### src/rtl/snake_dir_ctrl.sv
// rtl/snake_dir_ctrl.sv - button conditioning and direction arbitration for the snake game core
module snake_dir_ctrl #(
  parameter int DEBOUNCE_CYCLES = 1000000,
  parameter int CNT_W           = 20
) (
  input  logic       clk,
  input  logic       reset,
  input  logic       btn_up,
  input  logic       btn_down,
  input  logic       btn_left,
  input  logic       btn_right,
  input  logic       btn_start,
  input  logic       step,
  input  logic       game_over,
  output logic [3:0] movement,
  output logic       start_pulse,
  output logic       dir_valid,
  output logic       dir_reject,
  output logic       run
);

  // Button index: 0 up, 1 down, 2 left, 3 right, 4 start.
  localparam logic [CNT_W-1:0] LAST = CNT_W'(DEBOUNCE_CYCLES - 1);

  typedef enum logic {S_IDLE, S_RUN} state_t;

  logic [4:0]       w_raw;
  logic [4:0]       r_sync1;
  logic [4:0]       r_sync2;
  logic [4:0]       r_stable;
  logic [CNT_W-1:0] r_cnt [5];
  logic [4:0]       w_rise;
  logic [3:0]       w_dir_press;

  state_t     r_state, w_state_nxt;
  logic [3:0] r_movement, w_mov_nxt;
  logic [3:0] r_pending, w_pend_nxt;
  logic       r_pend_valid, w_pv_nxt;
  logic       r_start, w_start_nxt;
  logic       r_reject, w_reject_nxt;
  logic       r_commit, w_commit_nxt;
  logic       r_dir_valid;
  logic [3:0] w_ref;
  logic [3:0] w_opp;

  assign w_raw = {btn_start, btn_right, btn_left, btn_down, btn_up};

  // Two-flop synchroniser for every raw button.
  always_ff @(posedge clk or negedge reset) begin
    if (!reset) begin
      r_sync1 <= '0;
      r_sync2 <= '0;
    end else begin
      r_sync1 <= w_raw;
      r_sync2 <= r_sync1;
    end
  end

  // Debounce: count consecutive cycles of disagreement, accept after the full run.
  always_ff @(posedge clk or negedge reset) begin
    if (!reset) begin
      r_stable <= '0;
      for (int i = 0; i < 5; i++) r_cnt[i] <= '0;
    end else begin
      for (int i = 0; i < 5; i++) begin
        if (r_sync2[i] == r_stable[i]) begin
          r_cnt[i] <= '0;
        end else if (r_cnt[i] == LAST) begin
          r_stable[i] <= r_sync2[i];
          r_cnt[i]    <= '0;
        end else begin
          r_cnt[i] <= r_cnt[i] + CNT_W'(1);
        end
      end
    end
  end

  // Press = the edge at which a stable level rises; direction presses are priority-filtered.
  always_comb begin
    for (int i = 0; i < 5; i++) begin
      w_rise[i] = r_sync2[i] && !r_stable[i] && (r_cnt[i] == LAST);
    end
    w_dir_press = 4'b0000;
    if (w_rise[0])      w_dir_press = 4'b0001;
    else if (w_rise[1]) w_dir_press = 4'b0010;
    else if (w_rise[2]) w_dir_press = 4'b0100;
    else if (w_rise[3]) w_dir_press = 4'b1000;
  end

  // Control state and committed direction registers.
  always_ff @(posedge clk or negedge reset) begin
    if (!reset) begin
      r_state      <= S_IDLE;
      r_movement   <= 4'b0000;
      r_pending    <= 4'b0000;
      r_pend_valid <= 1'b0;
      r_start      <= 1'b0;
      r_reject     <= 1'b0;
      r_commit     <= 1'b0;
      r_dir_valid  <= 1'b0;
    end else begin
      r_state      <= w_state_nxt;
      r_movement   <= w_mov_nxt;
      r_pending    <= w_pend_nxt;
      r_pend_valid <= w_pv_nxt;
      r_start      <= w_start_nxt;
      r_reject     <= w_reject_nxt;
      r_commit     <= w_commit_nxt;
      r_dir_valid  <= r_commit;
    end
  end

  // Next state: step commits the old pending first, then the press is judged against it.
  always_comb begin
    w_state_nxt  = r_state;
    w_mov_nxt    = r_movement;
    w_pend_nxt   = r_pending;
    w_pv_nxt     = r_pend_valid;
    w_start_nxt  = 1'b0;
    w_reject_nxt = 1'b0;
    w_commit_nxt = 1'b0;
    w_ref        = r_pend_valid ? r_pending : r_movement;
    w_opp        = 4'b0000;
    if (game_over) begin
      w_state_nxt = S_IDLE;
      w_mov_nxt   = 4'b0000;
      w_pend_nxt  = 4'b0000;
      w_pv_nxt    = 1'b0;
    end else begin
      case (r_state)
        S_IDLE: begin
          if (w_rise[4]) begin
            w_start_nxt = 1'b1;
            w_mov_nxt   = 4'b1000;
            w_state_nxt = S_RUN;
          end
        end
        S_RUN: begin
          if (step && r_pend_valid) begin
            w_mov_nxt    = r_pending;
            w_pv_nxt     = 1'b0;
            w_commit_nxt = 1'b1;
            w_ref        = r_pending;
          end
          w_opp = {w_ref[2], w_ref[3], w_ref[0], w_ref[1]};
          if (w_dir_press != 4'b0000 && w_dir_press != w_ref) begin
            if (w_dir_press == w_opp) begin
              w_reject_nxt = 1'b1;
            end else begin
              w_pend_nxt = w_dir_press;
              w_pv_nxt   = 1'b1;
            end
          end
        end
        default: w_state_nxt = S_IDLE;
      endcase
    end
  end

  assign movement    = r_movement;
  assign start_pulse = r_start;
  assign dir_valid   = r_dir_valid;
  assign dir_reject  = r_reject;
  assign run         = (r_state == S_RUN);

endmodule

### config.mk
export PLATFORM = sky130hd
export DESIGN_NAME = snake_dir_ctrl
export DESIGN_NICKNAME = d
export VERILOG_FILES = /design/src/rtl/snake_dir_ctrl.sv
export SDC_FILE = /design/constraint.sdc
export NUM_CORES = 1
export LEC_CHECK = 0
export ABC_AREA = 1
export CORE_MARGIN = 2
export CORE_UTILIZATION = 40
export DETAILED_ROUTE_END_ITERATION = 6
export SYNTH_ARGS = -nofsm -noshare
export SYNTH_HDL_FRONTEND = slang
export SYNTH_SLANG_ARGS = --single-unit
### constraint.sdc
create_clock -name clk -period 3 [get_ports clk]
set_input_delay 0.45 -clock clk [delete_from_list [all_inputs] [get_ports clk]]
set_output_delay 0.45 -clock clk [all_outputs]
set_load 0.02 [all_outputs]
### Clock distribution

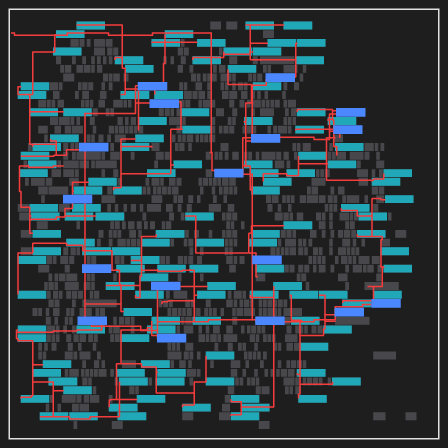
[clock wires] red | length: 1790 um
[flip-flops] cyan | count: 129
[clock drivers] blue | count: 17
routed clock nets: 18

### Sizing map

Bar = 50 um.
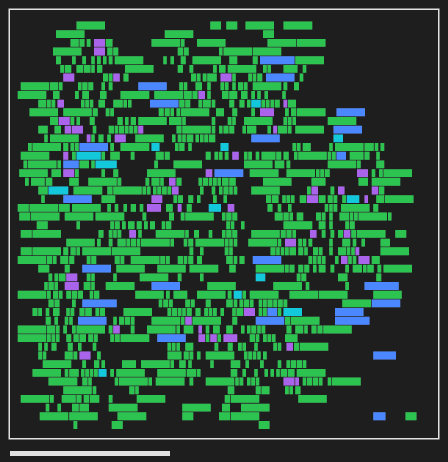
[_3 and _4 cells] cyan | cells: 13
[_6 and larger] blue | cells: 26 | most used: clkbuf_16
[_0 and _1 cells] green | cells: 789 | most used: nor2_1
[_2 cells] purple | cells: 52 | most used: nor2_2

==> flow_summary.json <==
{
  "outcome": "finished, final reports clean",
  "cts_hold_buf": 1,
  "cap_violations": 0,
  "tool_warnings": 26,
  "p_seq_mw": 1.78,
  "n_all_buffers": 21,
  "highest-signal-layer": "met4",
  "drtPass1Iterations": 6,
  "ys.flops": 129,
  "drive_gt1_share_pct": 10.34,
  "buf_share_pct": 2.724,
  "ys_top_logic_family": "simple AND/OR/NAND/NOR gates",
  "synth_adder_area_share_pct": 1.850,
  "port-buffer-count": 16,
  "finalHoldViolCount": 0,
  "synth.area.mux_share_pct": 0,
  "mostFrequentLayoutCells": "nor2_1, nand2_1, dfrtp_1",
  "synth-xor-area-share_pct": 2.978,
  "antenna_found_initial": 0,
  "rsz0062_at_grt": "no",
  "synth_cells": 833,
  "preCtsSetupSlack_ns": 0.9378,
  "top_area_cell": "dfrtp_1",
  "stdcell_count": 1100,
  "nNetsFinal": 887,
  "r2r_start": "r_cnt[40]",
  "lay_top_count": "nor2_1",
  "tightest_slew_ns": 0.5766,
  "end_kind": "flop",
  "critPathLaunchType": "flop",
  "ant_nets": 0,
  "dpl.hpwl_mm": 9.967,
  "first_iter_violations": 366,
  "cellInternalPower_mw": 3.226,
  "switching_share_pct": 21.65,
  "reg2reg_slack_ns": 0.90,
  "nFillCells": 1616,
  "largest_cell_class": "registers",
  "ys_cells": 833,
  "logic_gates": 587,
  "wl_mm": 13.82,
  "synth.most_common_cell": "nor2_1",
  "grt_max_degree": 76,
  "taps": 220,
  "ys_area_mm2": 0.006764,
  "ff_type": "dfrtp_1",
  "clk_pin_slew_worst_paths_ns": 0.06,
  "power.total_mw": 4.118,
  "mi_logic_area_mm2": 0.003093,
  "crit_arrival_ns": 2.41,
  "fp.dieW_um": 134.0,
  "power.group.top": "the clock network",
  "yosys_warnings": 0,
  "cp.required_ns": 3.30,
  "netlist-cell-type-count": 41,
  "power_leakage_nw": 3.374,
  "worst-path-stages": 14,
  "slew_headroom_pct": 61.47,
  "syn_nets": 852,
  "comb-cell-share_pct": 39.38,
  "cts_buffers": 17,
  "largest_reg_flops": 100,
  "clock_power_share_pct": 53.2,
  "holdWs_ns": 0.3445,
  "hp-class": "reg -> reg",
  "cts_tree": "yes",
  "wl_met1_mm": 7.065,
  "cts_max_path_buffers": 2,
  "p_clk_mw": 2.19,
  "top_register": "r_cnt",
  "cp_slowest_cell": "dfrtp_1",
  "track_usage_pct": 16.79,
  "cp-startpoint": "r_cnt[40]",
  "tns_ns": 0,
  "holdPathStages": 0,
  "avgSynthCellArea_um2": 8.120,
  "async_reset_ff_share_pct": 100.0,
  "chipArea_mm2": 0.01797,
  "final_area_mm2": 0.007855,
  "period_used_pct": 70.07,
  "period_needed_ns": 2.102,
  "grt_pass1_vias": 5199,
  "wl_met3_um": 519,
  "finalSetupViolCount": 0,
  "ys_sh_aoi_pct": 7.510,
  "p_per_area_mw_per_mm2": 524.3,
  "grt.overflow.total": 0,
  "min-delay-start": "r_sync1[0]",
  "h-tree-depth": 4,
  "grt_pass1_wl_mm": 24.34,
  "critical-path-max-stage-delay_ns": 0.37,
  "topCellsByArea": "dfrtp_1, nor2_1, nand2_1, inv_1, nand3_1",
  "ir_drop_mv": 0.3893,
  "hold_end": "r_sync2[0]",
  "finalMaxSlewViolations": 0,
  "edf_count": 0,
  "vias_per_cell": 4.854,
  "placedCellCount": 1068,
  "worstSetupPathType": "reg -> reg"
}
